==> config.mk <==
export PLATFORM = sky130hd
export DESIGN_NAME = pcpu_prog_loader
export DESIGN_NICKNAME = d
export VERILOG_FILES = /design/src/rtl/pcpu_prog_loader.sv
export SDC_FILE = /design/constraint.sdc
export NUM_CORES = 2
export LEC_CHECK = 0
export ABC_AREA = 1
export ABC_CLOCK_PERIOD_IN_PS = 12500
export CAP_MARGIN = 25
export CORE_UTILIZATION = 45
export CTS_CLUSTER_SIZE = 8
export DETAILED_ROUTE_END_ITERATION = 12
export SLEW_MARGIN = 20
export SYNTH_ARGS = -nofsm -noshare
export SYNTH_HDL_FRONTEND = slang
export SYNTH_SLANG_ARGS = --single-unit
==> constraint.sdc <==
create_clock -name clk -period 12.5 [get_ports clk]
set_input_delay 2.5 -clock clk [delete_from_list [all_inputs] [get_ports clk]]
set_output_delay 2.5 -clock clk [all_outputs]
set_load 0.01 [all_outputs]
==> src/rtl/pcpu_prog_loader.sv <==
// Instruction-RAM loader for the pipelined CPU: streams a program in, pads with HALT, then releases the CPU.
// Optional trailing-checksum stage enabled by defining LOADER_CHECKSUM_EN.
module pcpu_prog_loader #(
    parameter int                ADDR_W    = 8,
    parameter int                DATA_W    = 16,
    parameter int                DEPTH     = 256,
    parameter logic [DATA_W-1:0] FILL_WORD = 16'h1000
) (
    input  logic              clk,
    input  logic              reset,
    input  logic              load_req,
    input  logic [ADDR_W:0]   load_len,
    input  logic              in_valid,
    output logic              in_ready,
    input  logic [DATA_W-1:0] in_data,
    input  logic [ADDR_W-1:0] i_addr,
    output logic [DATA_W-1:0] instruction,
    output logic              cpu_reset,
    output logic              cpu_enable,
    output logic              cpu_start,
    output logic              busy,
    output logic              done,
    output logic              err
);

    localparam logic [ADDR_W:0] MAX_LEN   = (ADDR_W+1)'(DEPTH);
    localparam logic [ADDR_W:0] LAST_ADDR = (ADDR_W+1)'(DEPTH - 1);
    localparam logic [ADDR_W:0] ONE       = (ADDR_W+1)'(1);

    // states: IDLE cpu held, waiting | LOAD take stream | FILL pad HALT | CHK verify sum | START release pulse | RUN serve fetch
    typedef enum logic [2:0] {
        S_IDLE,
        S_LOAD,
        S_FILL,
`ifdef LOADER_CHECKSUM_EN
        S_CHK,
`endif
        S_START,
        S_RUN
    } state_t;

`ifdef LOADER_CHECKSUM_EN
    localparam state_t S_DATA_DONE = S_CHK;
`else
    localparam state_t S_DATA_DONE = S_START;
`endif

    state_t            state_q, state_d;
    logic [ADDR_W:0]   len_q, len_d;
    logic [ADDR_W:0]   wptr_q, wptr_d;
    logic              err_q, err_d;
    logic              mem_we;
    logic [DATA_W-1:0] mem_wdata;
    logic [DATA_W-1:0] mem_q [DEPTH];
    logic              len_legal;
    logic              req_taken;
    logic              stream_phase;
`ifdef LOADER_CHECKSUM_EN
    logic [DATA_W-1:0] sum_q, sum_d;
`endif

    assign len_legal = (load_len != '0) && (load_len <= MAX_LEN);
    assign req_taken = load_req &&
                       ((state_q == S_IDLE) || (state_q == S_START) || (state_q == S_RUN));

    always_comb begin
        state_d   = state_q;
        len_d     = len_q;
        wptr_d    = wptr_q;
        err_d     = err_q;
        mem_we    = 1'b0;
        mem_wdata = in_data;
`ifdef LOADER_CHECKSUM_EN
        sum_d     = sum_q;
`endif
        case (state_q)
            S_IDLE: ;
            S_LOAD: begin
                if (in_valid) begin
                    mem_we = 1'b1;
                    wptr_d = wptr_q + ONE;
`ifdef LOADER_CHECKSUM_EN
                    sum_d  = sum_q + in_data;
`endif
                    if (wptr_q == len_q - ONE) begin
                        state_d = (len_q == MAX_LEN) ? S_DATA_DONE : S_FILL;
                    end
                end
            end
            S_FILL: begin
                mem_we    = 1'b1;
                mem_wdata = FILL_WORD;
                wptr_d    = wptr_q + ONE;
                if (wptr_q == LAST_ADDR) begin
                    state_d = S_DATA_DONE;
                end
            end
`ifdef LOADER_CHECKSUM_EN
            S_CHK: begin
                if (in_valid) begin
                    if (in_data == sum_q) begin
                        state_d = S_START;
                    end else begin
                        err_d   = 1'b1;
                        state_d = S_IDLE;
                    end
                end
            end
`endif
            S_START: state_d = S_RUN;
            S_RUN: ;
            default: state_d = S_IDLE;
        endcase

        // A request from IDLE/START/RUN (re)starts a load; an illegal length parks in IDLE with err.
        if (req_taken) begin
            if (len_legal) begin
                state_d = S_LOAD;
                len_d   = load_len;
                wptr_d  = '0;
                err_d   = 1'b0;
`ifdef LOADER_CHECKSUM_EN
                sum_d   = '0;
`endif
            end else begin
                state_d = S_IDLE;
                err_d   = 1'b1;
            end
        end
    end

    always_ff @(posedge clk or posedge reset) begin
        if (reset) begin
            state_q <= S_IDLE;
            len_q   <= '0;
            wptr_q  <= '0;
            err_q   <= 1'b0;
`ifdef LOADER_CHECKSUM_EN
            sum_q   <= '0;
`endif
        end else begin
            state_q <= state_d;
            len_q   <= len_d;
            wptr_q  <= wptr_d;
            err_q   <= err_d;
`ifdef LOADER_CHECKSUM_EN
            sum_q   <= sum_d;
`endif
        end
    end

    // RAM is deliberately not reset so a reset mid-load keeps the partial image.
    always_ff @(posedge clk) begin
        if (mem_we) begin
            mem_q[wptr_q[ADDR_W-1:0]] <= mem_wdata;
        end
    end

    assign instruction = mem_q[i_addr];

`ifdef LOADER_CHECKSUM_EN
    assign stream_phase = (state_q == S_LOAD) || (state_q == S_CHK);
`else
    assign stream_phase = (state_q == S_LOAD);
`endif

    assign in_ready   = stream_phase;
    assign busy       = stream_phase || (state_q == S_FILL);
    assign cpu_enable = (state_q == S_START) || (state_q == S_RUN);
    assign cpu_reset  = !cpu_enable;
    assign cpu_start  = (state_q == S_START);
    assign done       = (state_q == S_RUN);
    assign err        = err_q;

endmodule

Figure 1. Cells colored by class.
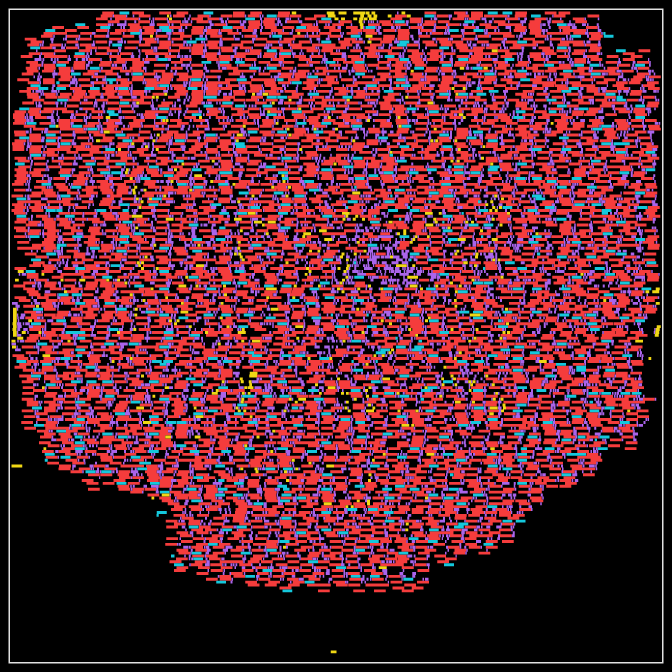
color	class	cells
purple	remaining logic cells	8,768
cyan	clock drivers and dummy loads	669
yellow	remaining buffers and delay cells	470
red	registers	4,118

Figure 2. Congestion heat map.
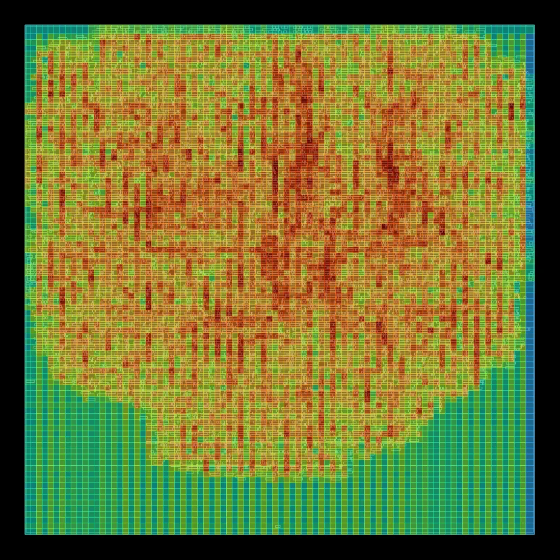
mean routed wirelength per cell: 26.35 um
Util after Layout: 51.06%
All-Layer GR Usage: 26.18%
global-route met1 utilization: 37.77%
busiest grt layer: met2

Figure 3. Port wiring.
Bar = 200 um.
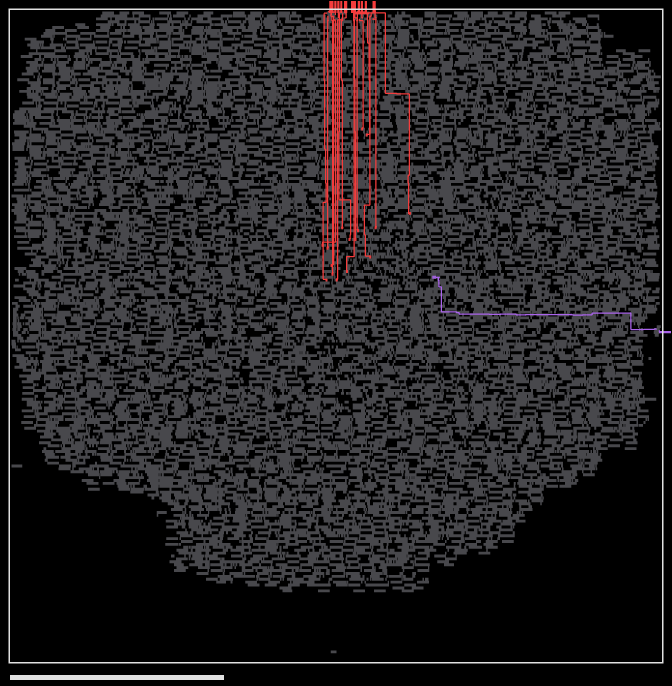
color	port	bits	direction	edge	end cells	buffers	wire
red	`instruction`	16	output	top	16	16	3,540 um
purple	`cpu_start`	1	output	right	1	1	267 um

==> ci_impl_report.md <==
### Metrics collected by this job

| Metric | Value |
|---|---|
| Die Height | 610.8 um |
| # diodes | 11 |
| Multiplexer area fraction after synthesis | 0% |
| Hold Path Sink | len_q[0] |
| Post-route met1 wirelength | 206,800 um |
| Final setup violation count | 0 |
| Dominant cells by area after synthesis | edfxtp_1 (74%), nand3_1 (12%), nand2_1 (9.6%) |
| Met3 capacity usage during global routing | 4.709% |
| Number of port buffers | 59 |
| Detailed-routed wire length on met2 | 224,500 um |
| Number of DRC violations after detailed-routing iteration 0 | 14,960 |
| Required time of the critical path | 10.00 ns |
| Clock tree buffer depth | 4 |
| TritonCTS buffer count | 586 |
| Internal power | 25,480 uW |
| Number of instances in the synthesized netlist | 13,830 |
| Result of the run | finished clean |
| Hold Crit Class | flip-flop to flip-flop |
| Area used by multi-input combinational logic | 0.03804 mm^2 |
| Final worst setup slack | 2.890 ns |
| Met3 wire length | 48,120 um |
| Largest cell class by area | registers |
| Via-to-Cell Ratio | 5.832 |
| Comb/total area | 20.20% |
| Post-synthesis sequential area ratio | 74.09% |
| Share of the synthesized netlist area taken by xor and xnor gates | 0.06603% |
| CTS tree | built |
| CTS HTree Levels | 6 |
| Placer congestion estimate | 0.8809 |
| Origin of the critical flop-to-flop path | state_q[2] |
| Die W | 610.8 um |
| Vias in the first global route | 102,500 |
| Endpoint of the worst register-to-register path | mem_q[247][3] |
| Num Clock Sinks | 4,118 |
| Minimum setup slack after placement | 3.057 ns |
| Time the worst path needs with I/O delays and setup | 9.610 ns |
| Post-synthesis area per instance | 12.06 um^2 |
| AND-OR/OR-AND Cells, Area Fraction | 0.09379% |
| Signal inverters | 96 |
| Yosys top cell by instances | nand2_1 |
| Sequential cells | 4,118 |
| Clock power frac | 40.9% |
| Pleak | 0.06603 uW |
| Final Cycle Share | 76.88% |
| Grt ovf | 0 |
| Sort of element at the start of the critical path | input pin |
| F_max | 0.1041 GHz |
| Power per standard cell area | 182.0 mW/mm^2 |
| Placed wire-length estimate after detailed placement | 268,900 um |
| Logic pwr share | 10.8% |
| Stage delay of the slowest cell on the critical path | 0.63 ns |
| Worst Max-Slew Pin Slew | 1.317 ns |
| Most frequent logic cell in the layout | nand2_1 |
| Prevailing post-synth register cell | edfxtp_1 |
| Most frequent logic cells in the routed design | nand2_1 (4,247), edfxtp_1 (4,096), nand3_1 (4,044) |
No activity file was given, so power comes from the tool's default toggle rates.
